Fig. 1: wiring by layer
Only two layers are drawn.
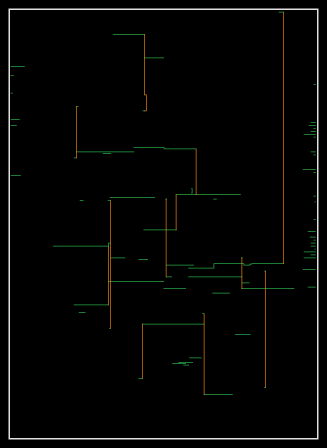
Fig. 2: cells colored by class
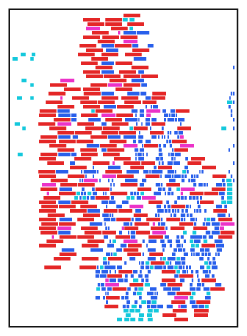
Fig. 3: clock wires, drivers and flops
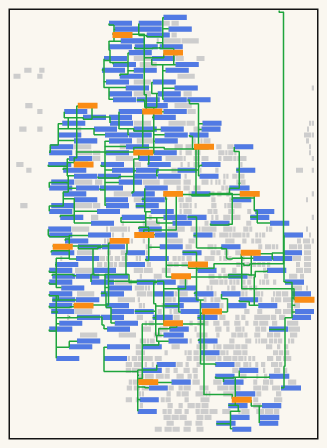
--- config.mk ---
export PLATFORM = sky130hd
export DESIGN_NAME = pdu_uart_tx
export DESIGN_NICKNAME = d
export VERILOG_FILES = /design/src/rtl/pdu_uart_tx_pkg.sv /design/src/rtl/pdu_uart_tx_fifo.sv /design/src/rtl/pdu_uart_tx.sv
export SDC_FILE = /design/constraint.sdc
export NUM_CORES = 1
export LEC_CHECK = 0
export CAP_MARGIN = 20
export CORE_ASPECT_RATIO = 1.4
export CORE_UTILIZATION = 35
export CTS_CLUSTER_SIZE = 40
export DETAILED_ROUTE_END_ITERATION = 10
export HOLD_SLACK_MARGIN = 0.02
export PLACE_DENSITY = 0.65
export SLEW_MARGIN = 10
export SYNTH_ARGS = -nofsm -noshare
export SYNTH_HDL_FRONTEND = slang
export SYNTH_SLANG_ARGS = --single-unit
--- constraint.sdc ---
create_clock -name sys_clk -period 4.2 [get_ports sys_clk]
set_input_delay 0.42 -clock sys_clk [delete_from_list [all_inputs] [get_ports sys_clk]]
set_output_delay 0.42 -clock sys_clk [all_outputs]
set_load 0.01 [all_outputs]
--- src/rtl/pdu_uart_tx_pkg.sv ---
// rtl/pdu_uart_tx_pkg.sv - shared register map, status layout and FSM encoding for pdu_uart_tx
package pdu_uart_tx_pkg;

    localparam logic [1:0] ADDR_TXDATA = 2'd0;
    localparam logic [1:0] ADDR_STATUS = 2'd1;
    localparam logic [1:0] ADDR_DIV    = 2'd2;

    localparam int STAT_FULL      = 0;
    localparam int STAT_EMPTY     = 1;
    localparam int STAT_BUSY      = 2;
    localparam int STAT_OVERFLOW  = 3;
    localparam int STAT_COUNT_LSB = 8;

    localparam logic [15:0] DIV_MIN = 16'd2;

    typedef enum logic [1:0] {
        ST_IDLE  = 2'd0,
        ST_START = 2'd1,
        ST_DATA  = 2'd2,
        ST_STOP  = 2'd3
    } tx_state_t;

    // A divisor below two cannot hold a bit for a full baud period.
    function automatic logic [15:0] clamp_div(input logic [15:0] d);
        return (d < DIV_MIN) ? DIV_MIN : d;
    endfunction

endpackage

--- src/rtl/pdu_uart_tx_fifo.sv ---
// rtl/pdu_uart_tx_fifo.sv - byte FIFO feeding the UART transmit shifter
module pdu_uart_tx_fifo #(
    parameter int FIFO_DEPTH_LOG2 = 4
) (
    input  logic                       clk,
    input  logic                       rst,
    input  logic                       push,
    input  logic                       pop,
    input  logic [7:0]                 din,
    output logic [7:0]                 dout,
    output logic                       full,
    output logic                       empty,
    output logic [FIFO_DEPTH_LOG2:0]   count
);

    localparam int DEPTH = 1 << FIFO_DEPTH_LOG2;
    localparam logic [FIFO_DEPTH_LOG2:0]   DEPTH_CNT = {1'b1, {FIFO_DEPTH_LOG2{1'b0}}};
    localparam logic [FIFO_DEPTH_LOG2-1:0] PTR_ONE   = FIFO_DEPTH_LOG2'(1);
    localparam logic [FIFO_DEPTH_LOG2:0]   CNT_ONE   = (FIFO_DEPTH_LOG2 + 1)'(1);

    logic [7:0]                 mem [DEPTH];
    logic [FIFO_DEPTH_LOG2-1:0] wr_ptr;
    logic [FIFO_DEPTH_LOG2-1:0] rd_ptr;
    logic [FIFO_DEPTH_LOG2:0]   count_q;
    logic                       do_push;
    logic                       do_pop;

    // Both qualifiers look at the pre-edge occupancy, so a push into an
    // empty FIFO is never popped in the same cycle and a full FIFO drops.
    assign full    = (count_q == DEPTH_CNT);
    assign empty   = (count_q == '0);
    assign do_push = push && !full;
    assign do_pop  = pop && !empty;
    assign dout    = mem[rd_ptr];
    assign count   = count_q;

    always_ff @(posedge clk) begin
        if (do_push) begin
            mem[wr_ptr] <= din;
        end
    end

    always_ff @(posedge clk or posedge rst) begin
        if (rst) begin
            wr_ptr  <= '0;
            rd_ptr  <= '0;
            count_q <= '0;
        end else begin
            if (do_push) begin
                wr_ptr <= wr_ptr + PTR_ONE;
            end
            if (do_pop) begin
                rd_ptr <= rd_ptr + PTR_ONE;
            end
            case ({do_push, do_pop})
                2'b10:   count_q <= count_q + CNT_ONE;
                2'b01:   count_q <= count_q - CNT_ONE;
                default: count_q <= count_q;
            endcase
        end
    end

endmodule

--- src/rtl/pdu_uart_tx.sv ---
// rtl/pdu_uart_tx.sv - memory-mapped 8N1 UART transmitter with TX FIFO
module pdu_uart_tx
    import pdu_uart_tx_pkg::*;
#(
    parameter int          CLK_FREQ        = 100000000,
    parameter int          BAUD            = 115200,
    parameter int          FIFO_DEPTH_LOG2 = 4,
    parameter logic [15:0] DIV_RESET       = 16'(CLK_FREQ / BAUD)
) (
    input  logic        sys_clk,
    input  logic        sys_rst,
    input  logic [31:0] interface_addr,
    output logic [31:0] interface_rdata,
    input  logic [31:0] interface_wdata,
    input  logic        interface_we,
    output logic        uart_txd
);

    logic [1:0]  reg_sel;
    logic        wr_txdata;
    logic        wr_status;
    logic        wr_div;
    logic [15:0] div_reg;
    logic        overflow;

    logic        fifo_push;
    logic        fifo_pop;
    logic [7:0]  fifo_dout;
    logic        fifo_full;
    logic        fifo_empty;
    logic [FIFO_DEPTH_LOG2:0] fifo_count;
    logic [7:0]  count8;
    logic [31:0] status_word;
    logic        unused_bits;

    tx_state_t   state_q, state_d;
    logic [15:0] baud_q, baud_d;
    logic [2:0]  bit_q, bit_d;
    logic [7:0]  shift_q, shift_d;
    logic [15:0] div_q, div_d;
    logic        txd_q, txd_d;
    logic        baud_done;

    assign reg_sel     = interface_addr[3:2];
    assign wr_txdata   = interface_we && (reg_sel == ADDR_TXDATA);
    assign wr_status   = interface_we && (reg_sel == ADDR_STATUS);
    assign wr_div      = interface_we && (reg_sel == ADDR_DIV);
    assign fifo_push   = wr_txdata && !fifo_full;
    assign unused_bits = ^{interface_addr[31:4], interface_addr[1:0], interface_wdata[31:16]};

    pdu_uart_tx_fifo #(
        .FIFO_DEPTH_LOG2(FIFO_DEPTH_LOG2)
    ) u_fifo (
        .clk   (sys_clk),
        .rst   (sys_rst),
        .push  (fifo_push),
        .pop   (fifo_pop),
        .din   (interface_wdata[7:0]),
        .dout  (fifo_dout),
        .full  (fifo_full),
        .empty (fifo_empty),
        .count (fifo_count)
    );

    always_ff @(posedge sys_clk or posedge sys_rst) begin
        if (sys_rst) begin
            overflow <= 1'b0;
            div_reg  <= DIV_RESET;
        end else begin
            if (wr_status) begin
                overflow <= 1'b0;
            end else if (wr_txdata && fifo_full) begin
                overflow <= 1'b1;
            end
            if (wr_div) begin
                div_reg <= clamp_div(interface_wdata[15:0]);
            end
        end
    end

    assign count8 = 8'(fifo_count);

    always_comb begin
        status_word                              = '0;
        status_word[STAT_FULL]                   = fifo_full;
        status_word[STAT_EMPTY]                  = fifo_empty;
        status_word[STAT_BUSY]                   = (state_q != ST_IDLE);
        status_word[STAT_OVERFLOW]               = overflow;
        status_word[STAT_COUNT_LSB +: 8]         = count8;
    end

    always_comb begin
        interface_rdata = '0;
        case (reg_sel)
            ADDR_STATUS: interface_rdata = status_word;
            ADDR_DIV:    interface_rdata = {16'h0000, div_reg};
            default:     interface_rdata = '0;
        endcase
    end

    assign baud_done = (baud_q == div_q - 16'd1);

    // div_q is sampled only when a byte is loaded, so DIV writes never
    // disturb the frame already on the wire.
    always_comb begin
        state_d  = state_q;
        baud_d   = baud_q;
        bit_d    = bit_q;
        shift_d  = shift_q;
        div_d    = div_q;
        txd_d    = txd_q;
        fifo_pop = 1'b0;
        case (state_q)
            ST_IDLE: begin
                if (!fifo_empty) begin
                    fifo_pop = 1'b1;
                    shift_d  = fifo_dout;
                    div_d    = div_reg;
                    txd_d    = 1'b0;
                    baud_d   = '0;
                    state_d  = ST_START;
                end
            end
            ST_START: begin
                if (baud_done) begin
                    baud_d  = '0;
                    bit_d   = '0;
                    txd_d   = shift_q[0];
                    state_d = ST_DATA;
                end else begin
                    baud_d = baud_q + 16'd1;
                end
            end
            ST_DATA: begin
                if (baud_done) begin
                    baud_d = '0;
                    if (bit_q == 3'd7) begin
                        txd_d   = 1'b1;
                        state_d = ST_STOP;
                    end else begin
                        shift_d = shift_q >> 1;
                        txd_d   = shift_q[1];
                        bit_d   = bit_q + 3'd1;
                    end
                end else begin
                    baud_d = baud_q + 16'd1;
                end
            end
            ST_STOP: begin
                if (baud_done) begin
                    baud_d = '0;
                    if (!fifo_empty) begin
                        fifo_pop = 1'b1;
                        shift_d  = fifo_dout;
                        div_d    = div_reg;
                        txd_d    = 1'b0;
                        state_d  = ST_START;
                    end else begin
                        state_d = ST_IDLE;
                    end
                end else begin
                    baud_d = baud_q + 16'd1;
                end
            end
            default: begin
                txd_d   = 1'b1;
                state_d = ST_IDLE;
            end
        endcase
    end

    always_ff @(posedge sys_clk or posedge sys_rst) begin
        if (sys_rst) begin
            state_q <= ST_IDLE;
            baud_q  <= '0;
            bit_q   <= '0;
            shift_q <= '0;
            div_q   <= DIV_RESET;
            txd_q   <= 1'b1;
        end else begin
            state_q <= state_d;
            baud_q  <= baud_d;
            bit_q   <= bit_d;
            shift_q <= shift_d;
            div_q   <= div_d;
            txd_q   <= txd_d;
        end
    end

    assign uart_txd = txd_q;

endmodule

==> flow_summary_export.csv <==
group,metric,value,unit
synthesis,synth.logic.top_family,"multiplexers",
clocking,cts_max_path_buffers,3,
cells_and_area,regMostFlops,"u_fifo.mem",
placement,dp_hpwl,13.8,mm
synthesis,postSynth.asyncResetShare,37.3,%
synthesis,synth_seq_share,60.0,%
synthesis,synth_warnings,0,
detailed_routing,wl_met3,523,um
setup_path,crit_start,"div_q[0]$_DFFE_PP0P_",
global_routing,grt_first_pass_wirelength,31.2,mm
detailed_routing,drt_wl_total,19.6,mm
setup_path,reg2regPathDepth,18,
detailed_routing,routedWlPerCell,17.5,um
detailed_routing,route.detailed.drc,0,
cells_and_area,largest_reg_flops,128,
sta,rsz0062_at_grt,"no",
synthesis,ys_cells,672,
global_routing,grt_antenna_before_repair,0,
clocking,cts.sinks,204,
placement,port_buffers,37,
detailed_routing,detail_route.first_pass.iterations,4,
sta,whs,0.365,ns
sta,finalMaxSlewViolations,0,
synthesis,syn_avg_cell_area,14.3,um2
floorplanning,core_util_floorplan,35.6,%
detailed_routing,vias,5540,
detailed_routing,ant_nets,0,
synthesis,xor_area_share,3.20,%
synthesis,yosys_area,0.00959,mm2
detailed_routing,via_per_inst,4.95,
cells_and_area,layout.nets,833,
placement,gp_congestion,0.770,
sta,worst_pin_slew,0.877,ns
clocking,clock_tree.root_cell,"clkbuf_16",
floorplanning,die_area,0.0281,mm2
detailed_routing,first_iter_violations,305,
power,p_leak,4.09,nW
floorplanning,die_h,198,um
floorplanning,die_x,142,um
power,ir_worst_vdd,0.245,mV
outcome,status,"finished clean",
synthesis,synth_flops,204,
clocking,clk_latency,0.49,ns
setup_path,cp.arrival,4.36,ns
sta,period_used_share,95.0,%
cells_and_area,lay_top_count,"edfxtp_1",
About Fig. 1:
Orange stands for M4, wire length 468 um. Green stands for M3, wire length 524 um.

About Fig. 2:
Cyan stands for remaining buffers and delay cells, cells 79, share of their area 6.4%. Magenta stands for clock drivers and dummy loads, cells 34, share of their area 5.6%. Red stands for registers, cells 204, share of their area 54%. Blue stands for remaining logic cells, cells 438, share of their area 34%.

About Fig. 3:
Orange stands for clock-net drivers, count 21. Green stands for clock wires, length 2570 um. Blue stands for flip-flops, count 204.
There are 22 routed clock nets.

Yosys cell counts (2+ instances only):
master,number,area [um2]
edfxtp_1,128,3840
dfrtp_1,65,1630
nand2_1,39,146
mux4_2,33,743
mux2_2,28,315
inv_1,27,101
nor2_1,22,82.6
ha_1,21,263
o21ai_0,21,105
xnor2_1,21,184
a21oi_1,18,90.1
nand3_1,18,90.1
buf_4,17,128
clkbuf_1,16,60.1
mux2i_1,14,140
xor2_1,14,123
dfstp_2,11,289
nor2b_1,11,68.8
mux2_4,10,150
nand2b_1,10,62.6
nor3_1,10,50.1
nor4_1,9,56.3
o221ai_1,9,78.8
and2_1,8,50.1
buf_1,8,30.0
a22oi_1,7,52.6
a31oi_1,7,43.8
and3_1,7,43.8
o211ai_1,6,45.0
or3_1,6,37.5
a21o_1,3,22.5
nand3b_1,3,22.5
or4_4,3,33.8
a21boi_0,2,15.0
a22o_1,2,17.5
a2bb2o_1,2,20.0
a41oi_1,2,17.5
buf_6,2,22.5
or3b_2,2,17.5
or4_1,2,15.0
worst max-delay path, stage by stage, from the launching register on:
cell and delay (ns):
dfrtp_1 0.37, inv_1 0.06, ha_2 0.16, or3b_4 0.38, or4_4 0.50, and4b_1 0.21
a311oi_2 0.31, nor4_2 0.06, buf_4 0.16, a21o_1 0.19, and2_4 0.18, ha_1 0.20
buf_4 0.15, ha_1 0.29, a21o_1 0.17, a21oi_2 0.14, xnor2_1 0.12, nor2_1 0.06
xor2_1 0.14
cell families (layout without fill, tap and decap cells):
| kind of cell | Yosys count | after routing |
|---|---|---|
| multiplexers | 86 | 86 |
| other | 1 | 16 |
| AND/OR/NAND/NOR | 160 | 160 |
| flip-flops | 204 | 204 |
| XOR/XNOR | 35 | 35 |
| buffers and inverters | 73 | 141 |
| AND-OR/OR-AND | 91 | 91 |
| adder cells (fa/ha/maj) | 22 | 22 |
power by group:
part / internal, W / switching (W) / leakage [nW]
Clock: 0.000918 / 0.000752 / 0.289
Combinational: 0.00137 / 0.00121 / 1.73
Sequential: 0.00246 / 0.000372 / 2.07
Total: 0.00475 / 0.00233 / 4.09
per-stage QoR:
stage	worst slack, ns	instances	cell area, um2	total power, W
3_3_place_gp	0.0604	1084	10500	0.00540
4_1_cts	0.0180	1118	11100	0.00713
5_1_grt	0.00176	1120	11100	0.00750
3_5_place_dp	0.0487	1084	10500	0.00545
2_1_floorplan	0.0561	687	9660	0.00480
6_report	0.210	1120	11100	0.00708
timing repair:
| item | CTS | global route |
|---|---|---|
| setup buffers | 0 | 2 |
| hold endpoints to repair | 0 | 0 |
| gates resized | 0 | 5 |
| setup endpoints to repair | 0 | 2 |
| hold buffers | 0 | 0 |
layout make-up:
class / instances / area [um2] / share of cell area, %
well taps: 365 / 457 / 4.10
flip-flops and latches: 204 / 5760 / 51.7
clock buffers: 25 / 541 / 4.85
inverters: 28 / 106 / 0.954
clock inverters: 9 / 56.3 / 0.505
multi-input cells: 410 / 3540 / 31.8
repair buffers: 79 / 686 / 6.15
per-layer routing:
metal  vias up  track usage (%)
li1       2639                -
met1      2773             16.7
met2        98             27.8
met3        30             1.79
met4         0             4.74
met5         -                0
Power is estimated from default activity; no workload was simulated.
